$ cat src/rtl/seqgen_pkg.sv
// Shared types and constants for the serial sequence generator: state encoding,
// 7-segment glyphs and the LFSR feedback taps.
package seqgen_pkg;

  typedef enum logic [1:0] {
    IDLE  = 2'd0,
    SHIFT = 2'd1,
    GAP   = 2'd2,
    DONE  = 2'd3
  } state_t;

  localparam logic [7:0] SEG_DASH  = 8'h40;
  localparam logic [7:0] SEG_ALL   = 8'hFF;
  localparam logic [7:0] LFSR_TAPS = 8'hB8;

  // Fibonacci step for x^8+x^6+x^5+x^4+1; the oldest bit leaves from bit 7.
  function automatic logic [7:0] lfsr_step(input logic [7:0] s);
    return {s[6:0], ^(s & LFSR_TAPS)};
  endfunction

endpackage

$ cat src/rtl/seg7_hex_decoder.sv
// Combinational hex-to-7-segment decoder, output order {dp,g,f,e,d,c,b,a},
// active-high, dp always off.
module seg7_hex_decoder (
  input  logic [3:0] value,
  output logic [7:0] seg
);

  always_comb begin
    seg = 8'h00;
    case (value)
      4'h0: seg = 8'h3F;
      4'h1: seg = 8'h06;
      4'h2: seg = 8'h5B;
      4'h3: seg = 8'h4F;
      4'h4: seg = 8'h66;
      4'h5: seg = 8'h6D;
      4'h6: seg = 8'h7D;
      4'h7: seg = 8'h07;
      4'h8: seg = 8'h7F;
      4'h9: seg = 8'h6F;
      4'hA: seg = 8'h77;
      4'hB: seg = 8'h7C;
      4'hC: seg = 8'h39;
      4'hD: seg = 8'h5E;
      4'hE: seg = 8'h79;
      4'hF: seg = 8'h71;
      default: seg = 8'h00;
    endcase
  end

endmodule

$ cat src/rtl/sequence_generator.sv
// Serial MSB-first pattern transmitter with optional repeats, idle gaps and a
// 7-segment progress display. Define SEQGEN_LFSR_EN to add the LFSR bit source.
//
// state | meaning
// IDLE  | line high, waiting for start
// SHIFT | sending pattern bit idx for one bit period
// GAP   | line high for one bit period between repetitions
// DONE  | one-cycle end-of-transmission marker
module sequence_generator #(
  parameter int BIT_DIV = 1
) (
  input  logic       clk,
  input  logic       reset,
  input  logic       start,
  input  logic [7:0] pattern,
  input  logic [2:0] len,
  input  logic [3:0] rep,
  input  logic       lfsr_mode,
  output logic       x_out,
  output logic       busy,
  output logic       done,
  output logic [7:0] seg
);
  import seqgen_pkg::*;

  localparam logic [7:0] DIV_LAST = 8'(BIT_DIV - 1);

  state_t     state, state_d;
  logic [7:0] pat_q, pat_d;
  logic [2:0] len_q, len_d;
  logic [2:0] idx_q, idx_d;
  logic [3:0] rcnt_q, rcnt_d;
  logic [7:0] dcnt_q, dcnt_d;
  logic       x_d, busy_d, done_d;
  logic [7:0] seg_d, hex_seg;
  logic       bit_end, src_bit;

  assign bit_end = (dcnt_q == DIV_LAST);

  seg7_hex_decoder u_hex (
    .value (rcnt_q),
    .seg   (hex_seg)
  );

`ifdef SEQGEN_LFSR_EN
  logic [7:0] lfsr_q, lfsr_d;
  logic       mode_q, mode_d;
  assign src_bit = mode_q ? lfsr_q[7] : pat_q[idx_q];
`else
  logic unused_lfsr_mode;
  assign unused_lfsr_mode = lfsr_mode;
  assign src_bit = pat_q[idx_q];
`endif

  always_comb begin
    state_d = state;
    pat_d   = pat_q;
    len_d   = len_q;
    idx_d   = idx_q;
    rcnt_d  = rcnt_q;
    dcnt_d  = dcnt_q;
    x_d     = 1'b1;
    busy_d  = (state != IDLE);
    done_d  = (state == DONE);
    seg_d   = seg;
`ifdef SEQGEN_LFSR_EN
    lfsr_d  = lfsr_q;
    mode_d  = mode_q;
`endif
    case (state)
      IDLE: begin
        if (start) begin
          pat_d   = pattern;
          len_d   = len;
          idx_d   = len;
          rcnt_d  = rep;
          dcnt_d  = 8'd0;
          state_d = SHIFT;
`ifdef SEQGEN_LFSR_EN
          lfsr_d  = (pattern == 8'd0) ? 8'h01 : pattern;
          mode_d  = lfsr_mode;
`endif
        end
      end
      SHIFT: begin
        x_d    = src_bit;
        seg_d  = hex_seg;
        dcnt_d = bit_end ? 8'd0 : dcnt_q + 8'd1;
        if (bit_end) begin
`ifdef SEQGEN_LFSR_EN
          lfsr_d = lfsr_step(lfsr_q);
`endif
          if (idx_q != 3'd0) begin
            idx_d = idx_q - 3'd1;
          end else if (rcnt_q == 4'd0) begin
            state_d = DONE;
          end else begin
            rcnt_d  = rcnt_q - 4'd1;
            state_d = GAP;
          end
        end
      end
      GAP: begin
        seg_d  = hex_seg;
        dcnt_d = bit_end ? 8'd0 : dcnt_q + 8'd1;
        if (bit_end) begin
          idx_d   = len_q;
          state_d = SHIFT;
        end
      end
      DONE: begin
        seg_d   = SEG_ALL;
        state_d = IDLE;
      end
      default: state_d = IDLE;
    endcase
  end

  always_ff @(posedge clk) begin
    if (reset) begin
      state  <= IDLE;
      pat_q  <= 8'd0;
      len_q  <= 3'd0;
      idx_q  <= 3'd0;
      rcnt_q <= 4'd0;
      dcnt_q <= 8'd0;
      x_out  <= 1'b1;
      busy   <= 1'b0;
      done   <= 1'b0;
      seg    <= SEG_DASH;
`ifdef SEQGEN_LFSR_EN
      lfsr_q <= 8'd0;
      mode_q <= 1'b0;
`endif
    end else begin
      state  <= state_d;
      pat_q  <= pat_d;
      len_q  <= len_d;
      idx_q  <= idx_d;
      rcnt_q <= rcnt_d;
      dcnt_q <= dcnt_d;
      x_out  <= x_d;
      busy   <= busy_d;
      done   <= done_d;
      seg    <= seg_d;
`ifdef SEQGEN_LFSR_EN
      lfsr_q <= lfsr_d;
      mode_q <= mode_d;
`endif
    end
  end

endmodule

$ cat config.mk
export PLATFORM = sky130hd
export DESIGN_NAME = sequence_generator
export DESIGN_NICKNAME = d
export VERILOG_FILES = /design/src/rtl/seqgen_pkg.sv /design/src/rtl/seg7_hex_decoder.sv /design/src/rtl/sequence_generator.sv
export SDC_FILE = /design/constraint.sdc
export NUM_CORES = 1
export LEC_CHECK = 0
export CAP_MARGIN = 20
export CORE_UTILIZATION = 55
export CTS_BUF_LIST = sky130_fd_sc_hd__clkbuf_16
export DETAILED_ROUTE_END_ITERATION = 7
export PLACE_DENSITY = 0.83
export SLEW_MARGIN = 20
export SYNTH_ARGS = -nofsm -noshare
export SYNTH_HDL_FRONTEND = slang
export SYNTH_SLANG_ARGS = --single-unit
$ cat constraint.sdc
create_clock -name clk -period 3.5 [get_ports clk]
set_input_delay 0.7 -clock clk [delete_from_list [all_inputs] [get_ports clk]]
set_output_delay 0.7 -clock clk [all_outputs]
set_load 0.02 [all_outputs]
run_1/floorplan.png
Bar = 20 um. Pins as bars on the die edge.
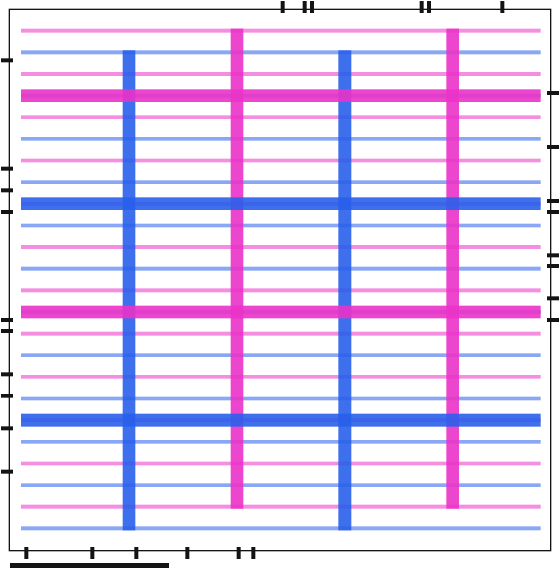
| net | color |
|---|---|
| VDD | magenta |
| VSS | blue |
met5 straps: 4
rows: 23
Core ar.: 0.00409 mm^2
Die X: 67.9 um

run_1/class_map.png
Bar = 20 um.
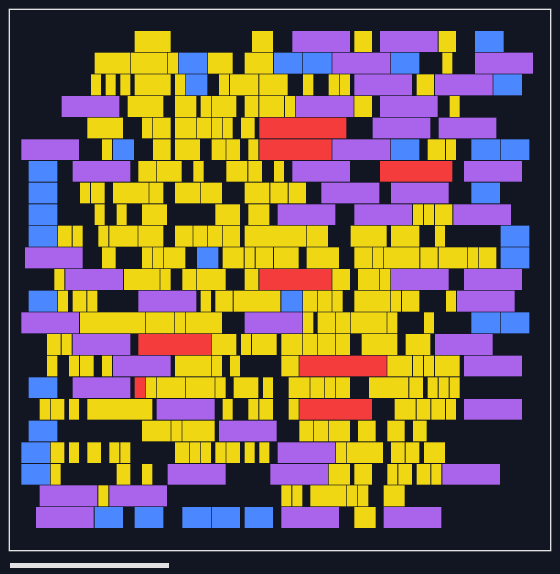
| class | color | cells | share of their area |
|---|---|---|---|
| remaining buffers and delay cells | blue | 32 | 11% |
| registers | purple | 46 | 32% |
| remaining logic cells | yellow | 225 | 50% |
| clock drivers and dummy loads | red | 8 | 6.6% |
design area: 0.00291 mm^2
flop share of the area: 31.7%
num rows: 23
final core occ: 71.1%

run_1/clock_wires.png
Bar = 20 um.
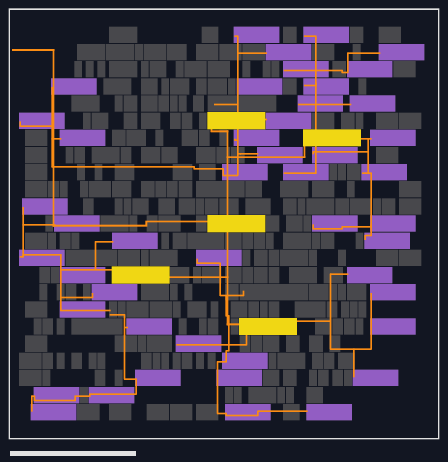
[flip-flops] purple | count: 46
[clock-net drivers] yellow | count: 5
[clock wires] orange | length: 539 um
flops lie: widely spread
routed clock nets: 6
Worst-Skew Late Latency: 0.28 ns
clock share of power: 21.6%
Clock Skew: 0.00408 ns
clock-net power: 0.600 mW

run_1/layers.png
Two of the layers only.
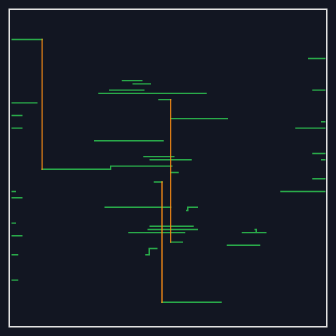
| layer | color | wire length |
|---|---|---|
| M3 | green | 247 um |
| M4 | orange | 84.3 um |
total number of vias: 2,064
Total GRT Usage: 24.8%
WL final: 5.16 mm

==> GITHUB_STEP_SUMMARY, run 1 <==
### Flow metrics

| Metric | Value |
|---|---|
| Status | finished clean |
| Root buf cell | clkbuf_16 |
| Fin crit share | 90.5% |
| XORs/XNORs by Area | 0.367% |
| Layout filler cell count | 321 |
| Final routed DRC violation total | 0 |
| Worst Setup SP | dcnt_q[0] |
| Die area | 0.00461 mm^2 |
| Comb pwr share | 50.8% |
| Quantity of gates resized following cts | 0 |
| Worst hold path depth | 2 |
| Final worst setup slack | 0.331 ns |
| Final Hold Vio Count | 0 |
| Max power group | combinational logic |
| Post-synth top cells | dfxtp_1 (46), nor2_1 (37), nand2_1 (31) |
| Initial drt markers | 149 |
| Most frequent logic cell in the layout | dfxtp_1 |
| Seq share, synth | 38.6% |
| Reg2Reg Setup Slack | 0.33 ns |
| Worst EP required | 3.66 ns |
| Fmax | 0.316 GHz |
| Compound Share, Synth | 19.5% |
| Total power | 2.78 mW |
| Post-synthesis cell area | 0.00239 mm^2 |
| Vias in the first global route | 1,874 |
| CP delay by family, top | simple AND/OR/NAND/NOR gates |
| R2r startpoint | dcnt_q[0] |
| Avg Cell Area, Syn | 8.47 um^2 |
| RR Endpoint | u_hex.seg[1] |
| CP Depth | 12 |
| Switching component of the power | 1.08 mW |
| Share of layout cells above drive strength 1 | 8.36% |
| Post-synth top flop | dfxtp_1 |
| Worst EP arrival | 3.33 ns |
| Logic power comb | 1.41 mW |
| Placed Area | 0.00272 mm^2 |
| Worst relative slew slack | 57.2% |
| Clock transition at the registers of the reported paths | 0.06 ns |
| Largest net degree at the start of global routing | 21 |
| CTS Sinks | 46 |
| Main logic family after synthesis | simple AND/OR/NAND/NOR gates |
| Worst Path Class, Setup | reg -> reg |
| GPL Wtd Cong | 0.903 |
| Post-route ant nets | 0 |
| CP max stage cell | or4b_4 |
| Yosys Instances | 282 |
| Worst hold path type | reg -> reg |
| Routed vias/inst | 5.72 |
| Number of enable flip-flop cells | 0 |
| # nets final | 346 |
| Crit-path max FO | 6 |
| Htree depth | 2 |
| Pleak | 1.18 nW |
| Crit path capture type | register |
| Seq group | 0.768 mW |
| Clock Tree Buf Depth | 2 |
| Final setup fails | 0 |
| RSZ-0062 raised after global routing | false |
| Grt total ovfl | 0 |
| Cts hold-fix bufs | 0 |
| Synth Warn # | 0 |
| Pins Over Slew Limit | 0 |
| Fp_density | 58.4% |
| Synth Instances | 282 |
| Simple Share, Synth | 21.1% |
| Distinct lib cells | 50 |
| CP peak stage delay | 0.52 ns |
| Max-Cap Viols | 0 |
| Register share of total power | 27.6% |
| Num ports | 30 |
| Cell Int Power | 1.70 mW |
| Top Registers | dcnt_q x8, pat_q x8, seg x8 |
| Post-DP HPWL | 3.66 mm |
| Post-synth net total | 318 |
| Worst Min Path Start | pat_q[4] |
| Worst Hold End | pat_q[4] |
| Yosys stat area | 0.00239 mm^2 |
| Pre-CTS setup slack | 0.186 ns |
| Worst Reg-to-Reg Cells | 12 |
| Slew @ Worst Pin | 0.638 ns |
| MUX area fraction | 6.55% |
| Initial antenna violation count | 0 |
| Period minus WS final | 3.17 ns |
| Top cells, area | dfxtp_1 (39%), ha_1 (8.9%), nor2_1 (5.8%) |
| Synthesis-to-finish area growth | 21.8% |
| OpenROAD warnings | 38 |
| Synthesized registers | 46 |
| Top-area cell share | 38.6% |
| Sw frac | 39.0% |
| Pwr Density | 956 mW/mm^2 |
| CTS tree | yes |
| Most frequent cells in the layout | dfxtp_1 (46), nor2_1 (37), nand2_1 (31) |
| Postcts setup bufs | 0 |
| Startpoint Class | register |
| FFs w/ async S/R, synth | 0% |
| Count of TritonRoute iterations in the first routing pass | 4 |
| Post-Synth Adder-Cell Area | 8.91% |
| Ant diodes | 0 |
| TritonCTS Buffers | 5 |
| Synth top cell by count | dfxtp_1 |
| Crit path cell chain | inv_1 -> ha_1 -> or4b_4 -> nor3_4 -> o21a_1 -> mux2i_1 -> nor2_1 -> inv_1 -> ha_1 -> and3_2 -> o32ai_1 -> nand2_1 |
| Wire length per cell | 14.3 um |
| Top cell type by total area after synthesis | dfxtp_1 |
| Peak supply drop | 0.000570 V |
| WP buf/inv | 2 |
| PortBufs | 28 |
| Critical path endpoint | u_hex.seg[1] |
| Global-route wire length before repair | 8.56 mm |
| Setup TNS | 0 ns |
-- run 1: layout make-up --
cell class                 count  area, um^2  share of cell area (%)
clock inverter                 3        63.8                    2.20
inverter                      20        75.1                    2.58
timing repair buffer          32         310                    10.7
tap                           50        62.6                    2.15
multi-input combinational    205        1350                    46.4
sequential                    46         921                    31.7
clock buffer                   5         125                    4.30
-- run 1: stage by stage --
step	util [%]	hold WS, ns	cells
floorplan	-	0.433	282
global placement	66.5	0.439	353
detailed placement	66.5	0.447	353
CTS	71.1	0.456	361
global route	71.1	0.474	361
finish	71.1	0.452	361
-- run 1: per-layer routing --
layer	wire length [um]	vias up	global-route usage (%)
met5	0	-	0
met4	84	0	9.11
met3	246	9	5.50
met2	2500	57	40.2
met1	2330	950	32.1
li1	-	1048	-
run_1/placed.png
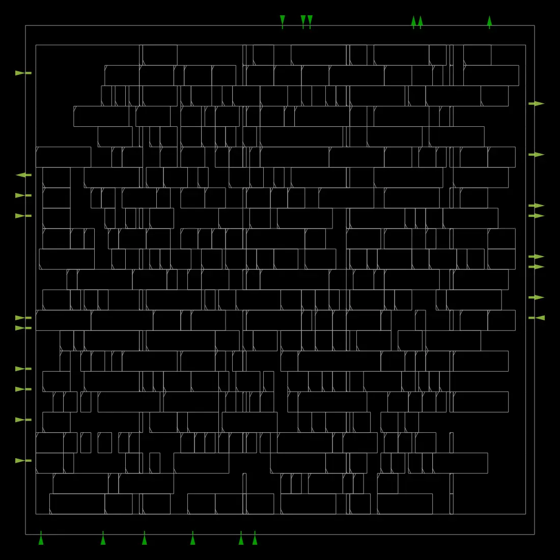

==> run 1 -> run 2 <==
- CORE_UTILIZATION: 55 -> 50
- PLACE_DENSITY: 0.83 -> 0.8
- SLEW_MARGIN: 20 -> default
- clock period: 3.5 -> 2.83 ns (I/O delays scaled with it)
run_2/placed.png
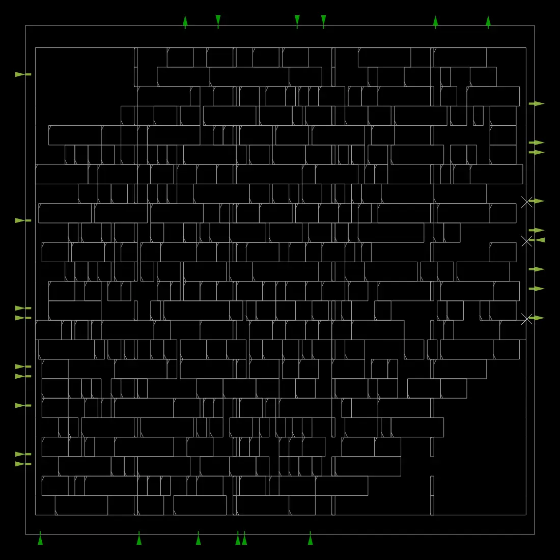
final core occ: 67.3%
n_taps: 52

==> run 2 against run 1 <==
  * The run now ends with design-rule violations left
  * Clock-buffer cell count is the same
  * Critical path depth grew 1
  * Design area grew 3.5%
  * Global-route usage shrank 1.6 points
  * Area after synthesis is the same
  * Synthesized cell count is the same
  * Combinational power grew 37%
  * Clock skew is essentially flat
  * Critical path type unchanged
==> GITHUB_STEP_SUMMARY, run 2 <==
### Flow metrics

| Metric | Value |
|---|---|
| Status | finished, violations left |
| Failing checks | design-rule violations |
| CTS tree | yes |
| Post-route ant nets | 0 |
| Num ports | 30 |
| Fin crit share | 94.9% |
| Die area | 0.00506 mm^2 |
| Layout Cells excl Fill | 377 |
| Yosys Instances | 282 |
| # nets final | 360 |
| Grt total ovfl | 0 |
| Synth Warn # | 0 |
| Worst EP arrival | 2.86 ns |
| Global-route wire length before repair | 9.24 mm |
| Pre-CTS setup slack | 0.0110 ns |
| Worst-Skew Late Latency | 0.29 ns |
| Met1 GRT Util | 28.1% |
| Synthesized registers | 46 |
| Setup TNS | 0 ns |
| Main logic family after synthesis | simple AND/OR/NAND/NOR gates |
| Reg2Reg Setup Slack | 0.14 ns |
| Worst Hold End | pat_q[4] |
| CP delay by family, top | simple AND/OR/NAND/NOR gates |
| Total number of vias | 2,143 |
| GRT met2 Usage | 40.3% |
| Crit-path max FO | 4 |
| Synthesis-to-finish area growth | 26.0% |
| Wire length per cell | 14.4 um |
| TritonCTS Buffers | 5 |
| Root buf cell | clkbuf_16 |
| Final Hold Vio Count | 0 |
| Worst hold path depth | 2 |
| Top Registers | dcnt_q x8, pat_q x8, seg x8 |
| Most frequent cells in the layout | dfxtp_1 (45), nor2_1 (37), nand2_1 (31) |
| Worst relative slew slack | 60.5% |
| Initial drt markers | 152 |
| Post-synth top flop | dfxtp_1 |
| Htree depth | 2 |
| Post-Synth Adder-Cell Area | 8.91% |
| Startpoint Class | register |
| Top-area cell share | 38.6% |
| Distinct lib cells | 50 |
| Worst hold path type | reg -> reg |
| Met2 routed WL | 2.63 mm |
| Seq share, synth | 38.6% |
| Largest net degree at the start of global routing | 31 |
| CTS Sinks | 46 |
| Top layer used by detailed routing | met4 |
| Top cells, area | dfxtp_1 (39%), ha_1 (8.9%), nor2_1 (5.8%) |
| Count of TritonRoute iterations in the first routing pass | 7 |
| Yosys stat area | 0.00239 mm^2 |
| Core ar. | 0.00447 mm^2 |
| Initial antenna violation count | 0 |
| CP peak stage delay | 0.48 ns |
| Synth Instances | 282 |
| Global routing's busiest layer | met2 |
| Final worst setup slack | 0.144 ns |
| MUX area fraction | 6.55% |
| Avg Cell Area, Syn | 8.47 um^2 |
| Worst Min Path Start | pat_q[4] |
| Pins Over Slew Limit | 0 |
| Pwr Density | 1180 mW/mm^2 |
| Worst Reg-to-Reg Cells | 13 |
| FFs w/ async S/R, synth | 0% |
| Clock Skew | 0.00386 ns |
| Final routed DRC violation total | 3 |
| Final hold slack | 0.454 ns |
| CP Depth | 13 |
| Seq. cell area | 922 um^2 |
| Post-DP HPWL | 3.97 mm |
| Cts hold-fix bufs | 0 |
| Combinational gate area | 0.00136 mm^2 |
| Clock Tree Buf Depth | 2 |
| Most frequent logic cell in the layout | dfxtp_1 |
| Number of enable flip-flop cells | 0 |
| Design area | 0.00301 mm^2 |
| Post-synth net total | 318 |
| Clock transition at the registers of the reported paths | 0.06 ns |
| Peak supply drop | 0.000473 V |
| Post-synth top cells | dfxtp_1 (46), nor2_1 (37), nand2_1 (31) |
| Worst Setup SP | dcnt_q[1] |
| Die X | 71.1 um |
| Vias in the first global route | 2,090 |
[run 2: layout make-up]
class / instances / share of cell area (%)
multi-input combinational: 205 / 45.3
sequential: 46 / 30.6
timing repair buffer: 46 / 13.8
clock buffer: 5 / 4.16
inverter: 20 / 2.49
tap: 52 / 2.16
clock inverter: 3 / 1.46
[run 2: power by group]
part / total (mW) / switching, mW / internal, mW
clock: 0.671 / 0.253 / 0.418
combinational: 1.93 / 1.04 / 0.894
sequential: 0.951 / 0.116 / 0.835
total: 3.55 / 1.40 / 2.15
[run 2: repair_timing]
action / 4_1_cts / 5_1_grt
resized: 0 / 7
setup endpoints to repair: 0 / 3
buffers inserted: 0 / 3
Power and IR drop assume default switching activity.
